===== src/rtl/booth_mac_acc.sv =====
// booth_mac_acc
// Accumulate stage that sits behind the 8x8 signed Booth multiplier. A job is
// opened with a one-cycle start pulse carrying a beat count; that many signed
// products are then summed into a saturating accumulator. The final sum is
// presented on a valid/ready output handshake.
//
// Ports
//   clk        rising-edge clock
//   rst        synchronous, active-high reset
//   start      one-cycle job request, honoured only while idle
//   len        beat count of the job, sampled with an honoured start
//   in_valid   product is valid this cycle
//   in_ready   stage accepts a product this cycle (decoded from state)
//   product    signed product from the multiplier
//   out_valid  acc_out holds the final job result (decoded from state)
//   out_ready  consumer takes the result
//   acc_out    signed accumulator value (running value outside DONE)
//   overflow   sticky saturation flag for the current/last job
//   busy       high while a job is accumulating or waiting to be read
module booth_mac_acc #(
  parameter int PROD_W = 16,
  parameter int ACC_W  = 20,
  parameter int LEN_W  = 8
) (
  input  logic                     clk,
  input  logic                     rst,
  input  logic                     start,
  input  logic [LEN_W-1:0]         len,
  input  logic                     in_valid,
  output logic                     in_ready,
  input  logic signed [PROD_W-1:0] product,
  output logic                     out_valid,
  input  logic                     out_ready,
  output logic signed [ACC_W-1:0]  acc_out,
  output logic                     overflow,
  output logic                     busy
);

  typedef enum logic [1:0] {
    S_IDLE  = 2'd0,
    S_ACCUM = 2'd1,
    S_DONE  = 2'd2
  } state_t;

  localparam logic [ACC_W-1:0] ACC_MAX = {1'b0, {(ACC_W-1){1'b1}}};
  localparam logic [ACC_W-1:0] ACC_MIN = {1'b1, {(ACC_W-1){1'b0}}};

  state_t           state_q, state_d;
  logic [ACC_W-1:0] acc_q, acc_d;
  logic [LEN_W-1:0] count_q, count_d;
  logic             ovf_q, ovf_d;

  // One extra bit of headroom: a single PROD_W-bit addend can push the sum
  // at most one bit past the accumulator range, so the top two bits of the
  // wide sum disagreeing is exactly the out-of-range condition.
  logic [ACC_W:0]   sum_wide;
  logic             clamp_pos;
  logic             clamp_neg;
  logic [ACC_W-1:0] sum_sat;
  logic             beat;

  assign sum_wide  = {acc_q[ACC_W-1], acc_q}
                   + {{(ACC_W+1-PROD_W){product[PROD_W-1]}}, product};
  assign clamp_pos = ~sum_wide[ACC_W] &  sum_wide[ACC_W-1];
  assign clamp_neg =  sum_wide[ACC_W] & ~sum_wide[ACC_W-1];

  always_comb begin
    sum_sat = sum_wide[ACC_W-1:0];
    if (clamp_pos) begin
      sum_sat = ACC_MAX;
    end else if (clamp_neg) begin
      sum_sat = ACC_MIN;
    end
  end

  assign beat = in_valid && (state_q == S_ACCUM);

  // Next state and state-decoded outputs.
  always_comb begin
    state_d   = state_q;
    acc_d     = acc_q;
    count_d   = count_q;
    ovf_d     = ovf_q;
    in_ready  = 1'b0;
    out_valid = 1'b0;
    busy      = 1'b0;

    unique case (state_q)
      S_IDLE: begin
        if (start) begin
          acc_d = '0;
          ovf_d = 1'b0;
          if (len == '0) begin
            state_d = S_DONE;
          end else begin
            count_d = len;
            state_d = S_ACCUM;
          end
        end
      end

      S_ACCUM: begin
        in_ready = 1'b1;
        busy     = 1'b1;
        if (beat) begin
          acc_d   = sum_sat;
          count_d = count_q - LEN_W'(1);
          if (clamp_pos || clamp_neg) begin
            ovf_d = 1'b1;
          end
          if (count_q == LEN_W'(1)) begin
            state_d = S_DONE;
          end
        end
      end

      S_DONE: begin
        out_valid = 1'b1;
        busy      = 1'b1;
        if (out_ready) begin
          state_d = S_IDLE;
        end
      end

      default: begin
        state_d = S_IDLE;
      end
    endcase
  end

  always_ff @(posedge clk) begin
    if (rst) begin
      state_q <= S_IDLE;
      acc_q   <= '0;
      count_q <= '0;
      ovf_q   <= 1'b0;
    end else begin
      state_q <= state_d;
      acc_q   <= acc_d;
      count_q <= count_d;
      ovf_q   <= ovf_d;
    end
  end

  assign acc_out  = acc_q;
  assign overflow = ovf_q;

endmodule


===== config.mk =====
export PLATFORM = sky130hd
export DESIGN_NAME = booth_mac_acc
export DESIGN_NICKNAME = d
export VERILOG_FILES = /design/src/rtl/booth_mac_acc.sv
export SDC_FILE = /design/constraint.sdc
export NUM_CORES = 1
export LEC_CHECK = 0
export CAP_MARGIN = 10
export CORE_MARGIN = 2
export CORE_UTILIZATION = 55
export DETAILED_ROUTE_END_ITERATION = 10
export PLACE_DENSITY = 0.92
export SYNTH_ARGS = -nofsm -noshare
export SYNTH_HDL_FRONTEND = slang
export SYNTH_SLANG_ARGS = --single-unit

===== constraint.sdc =====
create_clock -name clk -period 5.7 [get_ports clk]
set_input_delay 0.57 -clock clk [delete_from_list [all_inputs] [get_ports clk]]
set_output_delay 0.57 -clock clk [all_outputs]
set_load 0.05 [all_outputs]

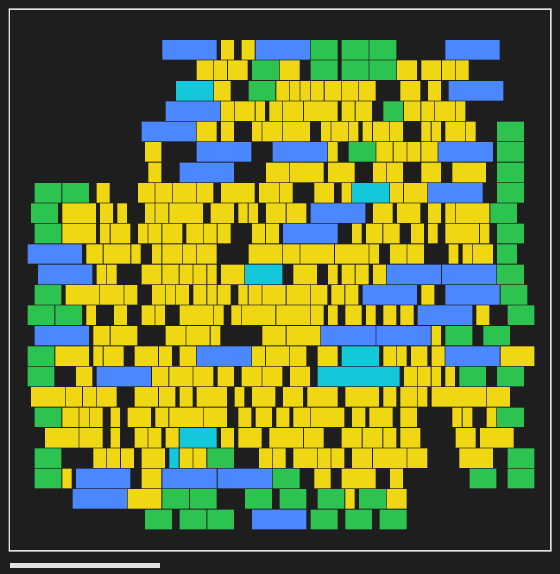
Figure 1: run 1, placed cells, one color a class.
Scale bar: 20 um.
[other buffers and delay cells] green | cells: 54 | share of their area: 17%
[clock drivers and dummy loads] cyan | cells: 7 | share of their area: 3.3%
[all other logic] yellow | cells: 281 | share of their area: 60%
[flip-flops] blue | cells: 31 | share of their area: 20%
flip-flop and latch share of the layout cell area: 19.5%
Core Box Area: 4410 um^2
post-layout util: 72.0%
row count: 24

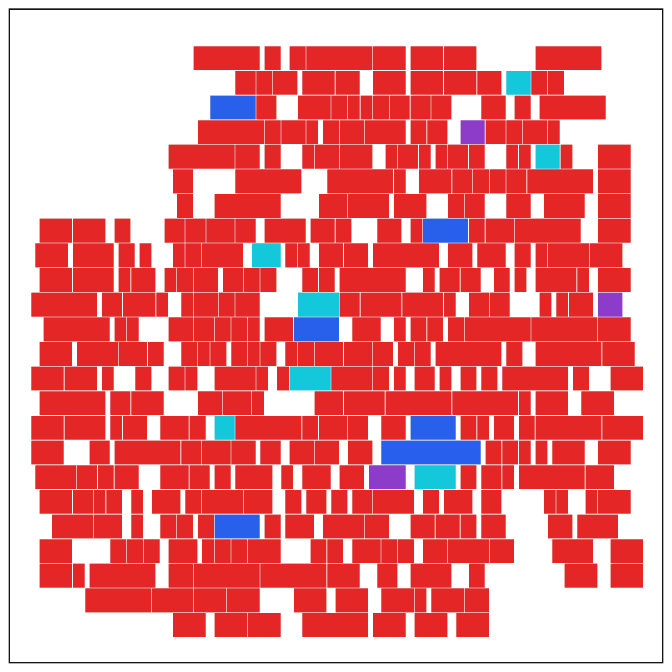
Figure 2: run 1, cell sizes after repair.
[drive 1 or less] red | cells: 357 | share: 96%
[drive 2] cyan | cells: 7 | share: 1.9%
[drive 6 and up] blue | cells: 6 | share: 1.6%
[drive 3 to 4] purple | cells: 3 | share: 0.80%
layout overhead on the synthesized area: 25.2%
Signal buffers: 54

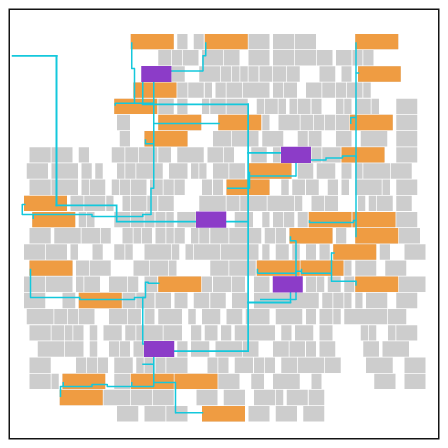
Figure 3: run 1, clock network drawn from the DEF.
[clock wires] cyan | length: 455 um
[flip-flops] orange | count: 31
[cells driving clock nets] purple | count: 5
routed clock nets: 6
flops lie: all over the die

==> reports/results.ini, run 1 <==
[floorplanning]
floorplan.die.width_um=72.0
chip_area_um2=5180
io-pin-count=53

[yosys]
synth.mux.area_fraction_pct=1.18
synth_largest_type_area_fraction_pct=24.4
synth-seq-area-share_pct=24.4
post_synthesis_area_per_instance_um2=7.79
ys_dominant_reg_cell=dfxtp_1
yosys-stat-cells=326
ys_sh_aoi_pct=30.5
enable_flop_cells=0
post_synth_main_logic_family=AND-OR/OR-AND gates
mappedNetlistArea_um2=2540
syn-num-nets=383
yosys.cell_count.top_type=a21oi_1

[clock_network]
cts_tree=yes
ctsRootBufferMaster=clkbuf_8
clock_sink_count=31

[worst_setup_path]
reg2reg_depth=12
worstPathRequired_ns=5.92
critPathArrivalTime_ns=4.05
crit_path_end=acc_out[11]
cp_slowest_stage_delay_ns=0.57
rr_startpoint=acc_out[4]
crit_path_buffers_inverters=1
setup.worst_path.end_class=register

[power_and_ir_drop]
seq_cell_power_uw=313
clock_network_fraction_of_design_power_pct=18.1
comb-power_uw=643
switching_share_pct=44.9
internal_power_uw=644
dominant_power_group=combinational cells
power_density_nw_per_um2=367
clock_net_power_uw=212

[drt]
wl_met2_um=3140
route.detailed.drc=0
met3_length_um=392

[timing]
fin_setup_tns_ns=0
achievable-frequency_ghz=0.261
slew_viol_final=0
finalHoldViolations=0
timing_worst_slew_pin_value_ns=0.731
slew-limit-headroom_pct=51.2

[final_layout]
clock_cell_area_share_pct=3.23
fin_nets=430
sh_comb_area_pct=56.4
fin_cells=425
logic_gate_count=264
fillerInstances=348
insertedDiodeCount=0
flops=31
final_cell_area_um2=3180

[placement]
pre_cts_ws_ns=1.64
placedCellCount=418
dpl-instance-area_um2=3080

[global_route]
grt_remaining_overflow=0
groute.layer.met2.usage_pct=42.0
grt_pass1_vias=2408
grtUsageTotal_pct=25.9
grt_start_max_net_pins=28

[run]
max-cap-violations=0
warnings=30

[worst_hold_path]
holdPathStages=2

[run_status]
run_status=finished, final reports clean

Figure 4. Met1 routing (run 1).
Supply wires on this layer in gray.
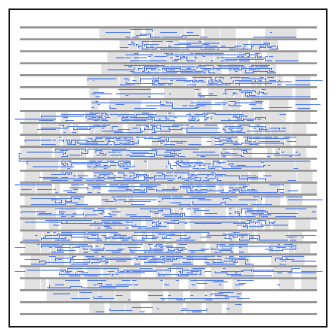

==> run 1 -> run 2 <==
--- a/config.mk
+++ b/config.mk
@@ -7,9 +7,9 @@
 export LEC_CHECK = 0
 export CAP_MARGIN = 10
 export CORE_MARGIN = 2
-export CORE_UTILIZATION = 55
+export CORE_UTILIZATION = 52
 export DETAILED_ROUTE_END_ITERATION = 10
-export PLACE_DENSITY = 0.92
+export PLACE_DENSITY = 0.88
 export SYNTH_ARGS = -nofsm -noshare
 export SYNTH_HDL_FRONTEND = slang
 export SYNTH_SLANG_ARGS = --single-unit
==> constraint.sdc (replaced) <==
create_clock -name clk -period 3.9 [get_ports clk]
set_input_delay 0.39 -clock clk [delete_from_list [all_inputs] [get_ports clk]]
set_output_delay 0.39 -clock clk [all_outputs]
set_load 0.05 [all_outputs]
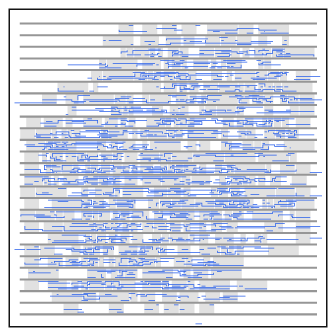
Figure 5: run 2, met1 routing.
Supply wires on this layer in gray.
wire length on this layer: 3,040 um
main direction: horizontal
nets with wire on the layer: 396
longest straight run: 26.7 um

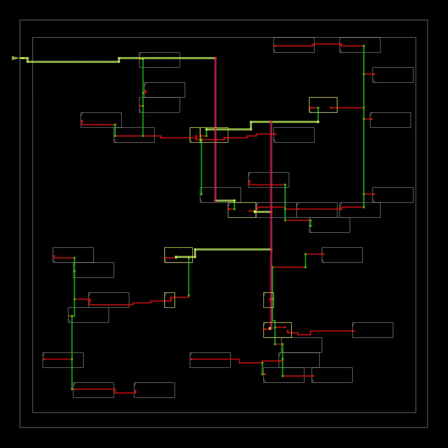
Figure 6: run 2, clock routing.
Clock Sink Count: 31
Setup Skew: 0.00576 ns
number of sequential cells in the layout: 31

==> run 2 against run 1 <==
Effect of this change: synthesized cell count is the same; clock power up 18%; core utilization fell by 4.1 points; first-iteration DRC count shrank 34%; hold slack improved by 0.0019 ns; area after synthesis unchanged; critical path depth is 2 lower; sequential power rose by 45%; register-to-register slack lost 1.6 ns; combinational power grew 48%; critical path type unchanged; largest power group unchanged.
==> reports/results.ini, run 2 <==
[yosys]
synthXorXnorAreaFrac_pct=3.79
ys_sh_aoi_pct=30.5
synth_largest_type_area_fraction_pct=24.4
syn-num-nets=383
synth-seq-area-share_pct=24.4
yosys-stat-cells=326
post_synthesis_area_per_instance_um2=7.79
yosys-top-cells-area=dfxtp_1 (24%), ha_1 (13%), a21oi_1 (6.9%), o21ai_0 (5.1%), nand2_1 (3.1%)
yosys.cell_count.top_type=a21oi_1
post_synth_main_logic_family=AND-OR/OR-AND gates
mappedNetlistArea_um2=2540
synth.mux.area_fraction_pct=1.18
post_synth_inst_count=326
ys_dominant_reg_cell=dfxtp_1
enable_flop_cells=0

[global_route]
groute.layer.met2.usage_pct=41.0
grt_pass1_vias=2359
grtUsageTotal_pct=24.9
globalRouteMet3Util_pct=4.80
antenna_found_initial=0
grt_remaining_overflow=0
grt_start_max_net_pins=28

[final_layout]
mostFrequentLayoutCell=clkdlybuf4s50_1
post_layout_util_pct=67.9
final_cell_area_um2=3210
clock_cell_area_share_pct=2.61
area_growth_syn_to_layout_pct=26.4
fin_cells=445
lay_top_cells=clkdlybuf4s50_1 (52), a21oi_1 (35), dfxtp_1 (31), ha_1 (27), o21ai_0 (26)
nNonClkBuffers=58
insertedDiodeCount=0
sh_comb_area_pct=55.8
fillerInstances=389
n_clock_buffer=5
fin_nets=434
seq-cell-share_pct=19.3
logic_gate_count=264

[floorplanning]
tapcell.inserted=67
io-pin-count=53
core.rowCount=25
floorplan.die.width_um=73.9
chip_area_um2=5460
design.core.area_um2=4720

[timing]
timing_worst_slew_pin_value_ns=1.05
min_period_ns=3.47
slew-limit-headroom_pct=30.1
slew_viol_final=0
achievable-frequency_ghz=0.288
finalHoldViolations=0
fin_setup_tns_ns=0

[worst_setup_path]
critPathArrivalTime_ns=3.66
reg2reg_depth=12
worstPathRequired_ns=4.09
setup.worst_path.end_class=register
cp_slowest_stage_delay_ns=0.57
rr_startpoint=acc_out[0]
crit_path_buffers_inverters=1
crit_path_end=acc_out[18]
r2r-end=acc_out[18]
startpoint=product[5]

[drt]
route.detailed.drc=0
wl_met2_um=3140
met3_length_um=433
dr_total_vias=2649

[power_and_ir_drop]
seq_cell_power_uw=455
dominant_power_group=combinational cells
clock_net_power_uw=251
power_density_nw_per_um2=516
comb-power_uw=950
share_comb_of_total_power_pct=57.3
clock_network_fraction_of_design_power_pct=15.2
internal_power_uw=883
switching_share_pct=46.7
netSwitchingPower_uw=773
p_seq_share_pct=27.5

[clock_network]
ctsRootBufferMaster=clkbuf_8
cts_tree=yes
clock_path_buffers=2
cts.repair_timing.setup_buffer_count=0

[placement]
placedCellCount=437
pre_cts_ws_ns=0.161
dpl-instance-area_um2=3130

[run]
max-cap-violations=0
warnings=30

[run_status]
run_status=finished, final reports clean

[worst_hold_path]
holdPathStages=2

Figure 7. Cell sizes after repair (run 2).
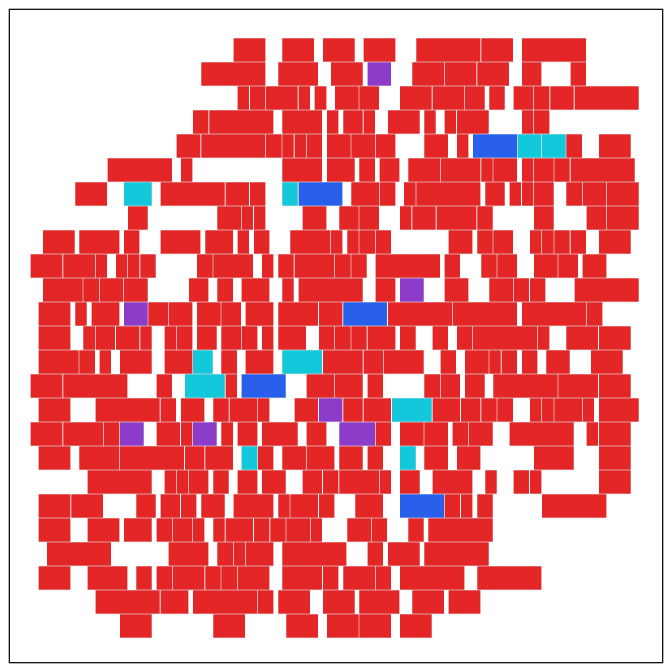

==> run 2 -> run 3 <==
--- a/config.mk
+++ b/config.mk
@@ -6,6 +6,7 @@
 export NUM_CORES = 1
 export LEC_CHECK = 0
 export CAP_MARGIN = 10
+export CORE_ASPECT_RATIO = 0.8
 export CORE_MARGIN = 2
 export CORE_UTILIZATION = 52
 export DETAILED_ROUTE_END_ITERATION = 10
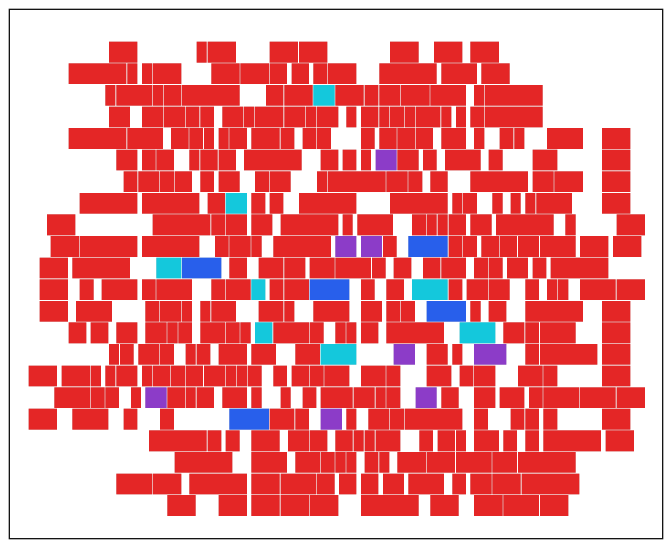
Figure 8: run 3, cell sizes after repair.
[drive 2] cyan | cells: 8 | share: 2.1%
[drive 3 to 4] purple | cells: 8 | share: 2.1%
[drive 1 or less] red | cells: 358 | share: 94%
[drive 6 and up] blue | cells: 5 | share: 1.3%

==> run 3 against run 2 <==
Effect of this change: count of clock-buffer cells in the layout increased by 2; highest routed layer unchanged; cell count shrank 1.3%; clock skew down 0.0024 ns.
==> reports/results.ini, run 3 <==
[run_status]
run_status=finished, final reports clean

[final_layout]
nNonClkBuffers=59
insertedDiodeCount=0
largest_reg_flops=20
sh_comb_area_pct=55.9
area_growth_syn_to_layout_pct=26.2
fin_cells=439
mostFrequentLayoutCell=clkdlybuf4s50_1
post_layout_util_pct=68.9
fillerInstances=376
flops=31
clock_cell_area_share_pct=2.54
logic_gate_count=264
fin_nets=435
lay_top_cells=clkdlybuf4s50_1 (52), a21oi_1 (35), dfxtp_1 (31), ha_1 (27), o21ai_0 (26)

[clock_network]
clock_sink_count=31
cts.repair_timing.setup_buffer_count=0
ctsHoldBuffers=0
ctsRootBufferMaster=clkbuf_8
clock_path_buffers=2
cts_tree=yes

[global_route]
grt_pass1_vias=2338
groute.layer.met2.usage_pct=37.6
antenna_found_initial=0
grtUsageTotal_pct=24.8
grt_remaining_overflow=0
grt_start_max_net_pins=18

[run]
max-cap-violations=0
warnings=30

[power_and_ir_drop]
comb-power_uw=947
clock_net_power_uw=251
netSwitchingPower_uw=769
seq_cell_power_uw=457
share_comb_of_total_power_pct=57.2
clock_network_fraction_of_design_power_pct=15.1
dominant_power_group=combinational cells
p_seq_share_pct=27.6
internal_power_uw=887

[yosys]
synth-seq-area-share_pct=24.4
synth-seq-cells=31
synth.mux.area_fraction_pct=1.18
post_synth_inst_count=326
mappedNetlistArea_um2=2540
yosys.cell_count.top_type=a21oi_1
post_synthesis_area_per_instance_um2=7.79
yosys-top-cells-area=dfxtp_1 (24%), ha_1 (13%), a21oi_1 (6.9%), o21ai_0 (5.1%), nand2_1 (3.1%)
post_synth_main_logic_family=AND-OR/OR-AND gates
syn-num-nets=383
ys_sh_aoi_pct=30.5
synth_largest_type_area_fraction_pct=24.4
synthXorXnorAreaFrac_pct=3.79
enable_flop_cells=0
ys_dominant_reg_cell=dfxtp_1

[timing]
slew-limit-headroom_pct=59.8
final.setup.worst_slack_ns=0.349
finalHoldViolations=0
final.setup_skew_ns=0.00341
grt_setup_unrepaired=no
min_period_ns=3.55
timing_worst_slew_pin_value_ns=0.603
achievable-frequency_ghz=0.282
slew_viol_final=0

[worst_setup_path]
reg2reg_depth=10
startpoint=product[1]
cp_slowest_stage_delay_ns=0.58
r2r-end=acc_out[18]
rr_startpoint=acc_out[1]
setup.worst_path.end_class=register
worstPathRequired_ns=4.09
crit_path_end=acc_out[18]
critPathArrivalTime_ns=3.74
crit_path_buffers_inverters=1

[floorplanning]
core.rowCount=22
floorplan.die.width_um=82.1
io-pin-count=53
die_h_um=66.5
design.core.area_um2=4650
chip_area_um2=5460

[drt]
detailed_routing_iterations_pass_1=5
met3_length_um=527
dr_total_vias=2691
route.detailed.drc=0
wl_met2_um=2810

[worst_hold_path]
holdPathStages=2

[placement]
pre_cts_ws_ns=0.126
post-dp-hpwl_um=5020
placedCellCount=431

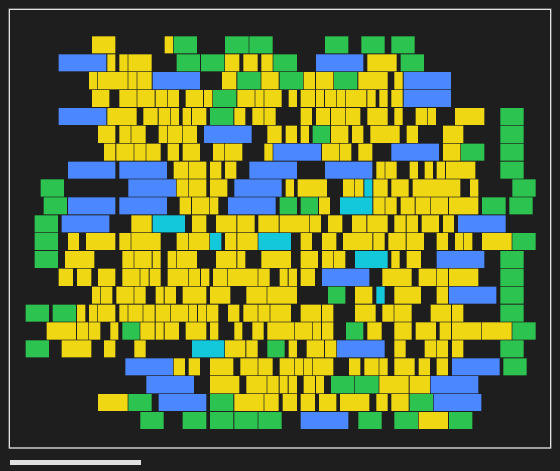
Figure 9: run 3, placed cells, one color a class.
Scale bar: 20 um.
[flip-flops] blue | cells: 31 | share of their area: 20%
[clock drivers and dummy loads] cyan | cells: 8 | share of their area: 2.6%
[other buffers and delay cells] green | cells: 59 | share of their area: 18%
[all other logic] yellow | cells: 281 | share of their area: 59%
flip-flop and latch share of the layout cell area: 19.4%
Finished Cell Area: 3210 um^2

No activity file was given, so power comes from the tool's default toggle rates.
